Supply network:
Bar = 50 um. Pins as bars on the die edge.
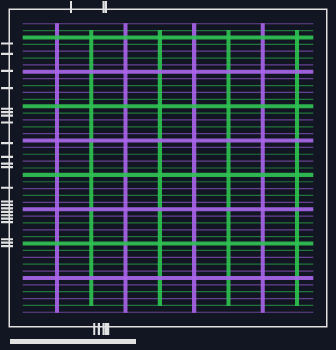
Cell classes on the final placement:
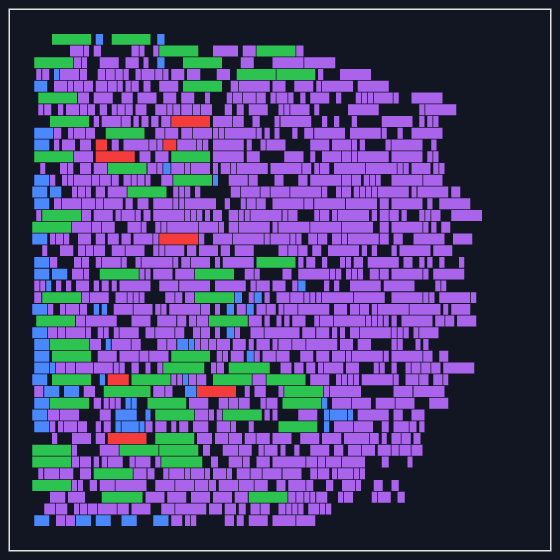
Routed clock nets over the placement:
Bar = 50 um.
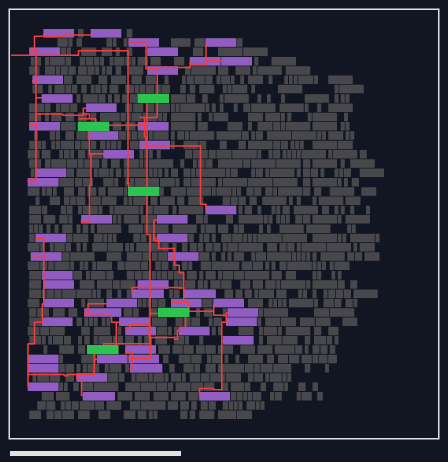
Metal layers overlaid:
Bar = 50 um.
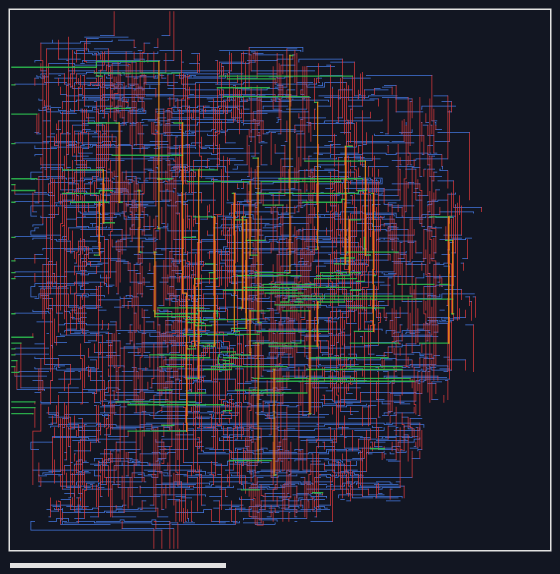
The clock network:
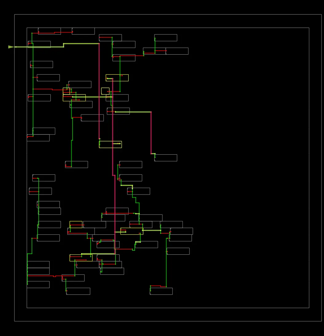
`src/rtl/expr_eval_pkg.sv`:
```
// Shared definitions for the character-stream blocks: ASCII constants, FSM
// state encoding, character classes and accumulator opcodes.
package expr_eval_pkg;

  localparam logic [7:0] CH_0   = 8'd48;
  localparam logic [7:0] CH_9   = 8'd57;
  localparam logic [7:0] CH_ADD = 8'd43;
  localparam logic [7:0] CH_MUL = 8'd42;

  typedef enum logic [1:0] {
    S_IDLE = 2'd0,
    S_NUM  = 2'd1,
    S_OP   = 2'd2,
    S_ERR  = 2'd3
  } state_t;

  typedef enum logic [1:0] {
    CL_DIGIT = 2'd0,
    CL_ADD   = 2'd1,
    CL_MUL   = 2'd2,
    CL_OTHER = 2'd3
  } cls_t;

  typedef enum logic [1:0] {
    OP_NONE  = 2'd0,
    OP_DIGIT = 2'd1,
    OP_ADD   = 2'd2,
    OP_MUL   = 2'd3
  } op_t;

  // '*' only counts as an operator when multiplication is enabled.
  function automatic cls_t classify(input logic [7:0] ch, input logic mul_en);
    if (ch >= CH_0 && ch <= CH_9) return CL_DIGIT;
    if (ch == CH_ADD) return CL_ADD;
    if (ch == CH_MUL && mul_en) return CL_MUL;
    return CL_OTHER;
  endfunction

endpackage

```
`src/rtl/expr_eval_if.sv`:
```
// Character-in / result-out bundle for expr_eval, with the FSM state exposed
// for observation.
interface expr_eval_if #(parameter int W = 16);
  import expr_eval_pkg::*;

  // in is consumed on every rising edge where in_valid=1; there is no ready,
  // the evaluator accepts one character per cycle unconditionally.
  logic [7:0]   in;
  logic         in_valid;
  logic         out;
  logic         err;
  logic [W-1:0] value;
  state_t       state;

  modport master (output in, in_valid, input out, err, value, state);
  modport slave  (input in, in_valid, output out, err, value, state);
endinterface

```
`src/rtl/expr_eval_acc.sv`:
```
// Sum-of-products accumulator: sum holds finished '+' terms, term the running
// product, num the operand being typed. All arithmetic wraps modulo 2^W.
module expr_eval_acc
  import expr_eval_pkg::*;
#(
  parameter int W = 16
) (
  input  logic         clk,
  input  logic         clr,
  input  op_t          op,
  input  logic [3:0]   digit,
  output logic [W-1:0] value
);

  logic [W-1:0] sum;
  logic [W-1:0] term;
  logic [W-1:0] num;

  always_ff @(posedge clk or posedge clr) begin
    if (clr) begin
      sum  <= '0;
      term <= W'(1);
      num  <= '0;
    end else begin
      case (op)
        OP_DIGIT: num <= W'(num * W'(10)) + W'(digit);
        OP_ADD: begin
          sum  <= sum + W'(term * num);
          term <= W'(1);
          num  <= '0;
        end
        OP_MUL: begin
          term <= W'(term * num);
          num  <= '0;
        end
        default: ;
      endcase
    end
  end

  assign value = sum + W'(term * num);

endmodule

```
`src/rtl/expr_eval.sv`:
```
// Streaming recogniser/evaluator for NUM (OP NUM)* with '*' binding tighter
// than '+'. The FSM and digit counter live here; arithmetic is in expr_eval_acc.
module expr_eval
  import expr_eval_pkg::*;
#(
  parameter int W          = 16,
  parameter int MAX_DIGITS = 4,
  parameter int MUL_EN     = 1
) (
  input  logic       clk,
  input  logic       clr,
  expr_eval_if.slave bus
);

  localparam int CW = $clog2(MAX_DIGITS + 1);

  state_t       state;
  logic [CW-1:0] digit_cnt;
  cls_t         cls;
  op_t          op;
  logic [3:0]   digit;
  logic [W-1:0] acc_value;
  logic         is_num;

  assign cls   = classify(bus.in, MUL_EN != 0);
  assign digit = 4'(bus.in - CH_0);

  // op is OP_NONE for idle cycles and for any character that lands in S_ERR,
  // so the accumulator freezes exactly when the FSM errors out.
  always_comb begin
    op = OP_NONE;
    if (bus.in_valid) begin
      case (state)
        S_IDLE, S_OP: if (cls == CL_DIGIT) op = OP_DIGIT;
        S_NUM: begin
          case (cls)
            CL_DIGIT: if (digit_cnt < CW'(MAX_DIGITS)) op = OP_DIGIT;
            CL_ADD:   op = OP_ADD;
            CL_MUL:   op = OP_MUL;
            default:  op = OP_NONE;
          endcase
        end
        default: op = OP_NONE;
      endcase
    end
  end

  always_ff @(posedge clk or posedge clr) begin
    if (clr) begin
      state     <= S_IDLE;
      digit_cnt <= '0;
    end else if (bus.in_valid) begin
      case (op)
        OP_DIGIT: begin
          state     <= S_NUM;
          digit_cnt <= digit_cnt + CW'(1);
        end
        OP_ADD, OP_MUL: begin
          state     <= S_OP;
          digit_cnt <= '0;
        end
        default: state <= S_ERR;
      endcase
    end
  end

  expr_eval_acc #(.W(W)) u_acc (
    .clk   (clk),
    .clr   (clr),
    .op    (op),
    .digit (digit),
    .value (acc_value)
  );

  assign is_num    = (state == S_NUM);
  assign bus.out   = is_num;
  assign bus.err   = (state == S_ERR);
  assign bus.value = is_num ? acc_value : '0;
  assign bus.state = state;

endmodule

```
`src/flat_wrapper.sv`:
```
// flat-port wrapper written by rule: the top's interface ports become plain ports
module expr_eval_flat import expr_eval_pkg::*;
#(
  parameter int W          = 16,
  parameter int MAX_DIGITS = 4,
  parameter int MUL_EN     = 1
)
  (clk, clr, bus_in, bus_in_valid, bus_out, bus_err, bus_value, bus_state);
  expr_eval_if #(.W(W)) bus_i ();
  input  logic clk;
  input  logic clr;
  input wire logic [$bits(bus_i.in)-1:0] bus_in;
  input wire logic [$bits(bus_i.in_valid)-1:0] bus_in_valid;
  output wire logic [$bits(bus_i.out)-1:0] bus_out;
  output wire logic [$bits(bus_i.err)-1:0] bus_err;
  output wire logic [$bits(bus_i.value)-1:0] bus_value;
  output wire logic [$bits(bus_i.state)-1:0] bus_state;
  assign bus_i.in = bus_in;
  assign bus_i.in_valid = bus_in_valid;
  assign bus_out = bus_i.out;
  assign bus_err = bus_i.err;
  assign bus_value = bus_i.value;
  assign bus_state = bus_i.state;
  expr_eval #(.W(W), .MAX_DIGITS(MAX_DIGITS), .MUL_EN(MUL_EN)) u_core (.clk(clk), .clr(clr), .bus(bus_i));
endmodule
```
`config.mk`:
```
export PLATFORM = sky130hd
export DESIGN_NAME = expr_eval_flat
export DESIGN_NICKNAME = d
export VERILOG_FILES = /design/src/rtl/expr_eval_pkg.sv /design/src/rtl/expr_eval_if.sv /design/src/rtl/expr_eval_acc.sv /design/src/rtl/expr_eval.sv /design/src/flat_wrapper.sv
export SDC_FILE = /design/constraint.sdc
export NUM_CORES = 1
export LEC_CHECK = 0
export CAP_MARGIN = 20
export CORE_MARGIN = 5
export CORE_UTILIZATION = 60
export CTS_CLUSTER_DIAMETER = 100
export DETAILED_ROUTE_END_ITERATION = 12
export GPL_TIMING_DRIVEN = 0
export HOLD_SLACK_MARGIN = 0.12
export PLACE_DENSITY = 0.86
export SLEW_MARGIN = 20
export SYNTH_ARGS = -nofsm -noshare
export SYNTH_HDL_FRONTEND = slang
export SYNTH_SLANG_ARGS = --single-unit
export TNS_END_PERCENT = 20
```
`constraint.sdc`:
```
create_clock -name clk -period 8.48 [get_ports clk]
set_input_delay 1.272 -clock clk [delete_from_list [all_inputs] [get_ports clk]]
set_output_delay 1.272 -clock clk [all_outputs]
set_load 0.05 [all_outputs]
```
==> run_results.csv <==
group,metric,value,unit
outcome,status,"completed",
critical_path,rrSetupSlack,1.89,ns
final_timing,rsz0062_at_grt,"yes",
logic_synthesis,synth_area_leader_cell,"fa_1",
power,pg_comb,31.2,uW
critical_path,cp-start-kind,"flip-flop",
floorplan,tap_cells,176,
critical_path,crit_start,"u_core.u_acc.num[3]$_DFFE_PP0N_",
placement,place_area,0.00847,mm2
run,warnings,29,
power,powerDensity,58.8,mW/mm2
floorplan,io_pins,31,
drt,drtIter0Drc,309,
power,comb_power_share,6.1,%
logic_synthesis,top_logic_kind,"adder cells",
logic_synthesis,post_synth_ao_oa_area_fraction,11.5,%
layout,inverters_excl_clock,136,
floorplan,dieArea,0.0157,mm2
layout,clk_share,1.79,%
power,maxPowerGroup,"sequential cells",
-- 'supply network' (at the start) --
legend:
  VDD:
    color: green
  VSS:
    color: purple
met1 rails: 43
signal pins: 31
met4 straps: 8
rows: 42
chip height: 125 um
Core Box Area: 0.0131 mm2
Peak VDD IR: 109 uV
Die X: 125 um

-- 'cell classes on the final placement' (at the start) --
legend:
  flops:
    color: green
    cells: 53
  combinational and other logic:
    color: purple
    cells: 828
  clock drivers and dummy loads:
    color: red
    cells: 8
  other buffers and delay cells:
    color: blue
    cells: 62
fin area: 0.00864 mm2
Seq area share: 15.5%
Cell Rows: 42

-- 'routed clock nets over the placement' (at the start) --
legend:
  clock drivers:
    color: green
    count: 5
  clock wires:
    color: red
    length: 741 um
  flip-flops:
    color: purple
    count: 53
routed clock nets: 6
Insertion Delay late pin: 0.30 ns
Worst Skew: 0.00936 ns

-- 'metal layers overlaid' (at the start) --
legend:
  metal 4:
    color: orange
    wire_length: 730 um
  metal 3:
    color: green
    wire_length: 1110 um
  metal 2:
    color: red
    wire_length: 8950 um
  metal 1:
    color: blue
    wire_length: 7810 um
WL per Instance: 16.5 um
final WL: 18.6 mm
via count: 6423
Total GRT Usage: 24.9%

-- 'the clock network' (at the start) --
Seq cells: 53
# clock sinks: 53
Clk power: 221 uW
CTS Buf Count: 5
CLK BUF: 6

No activity file was given, so power comes from the tool's default toggle rates.
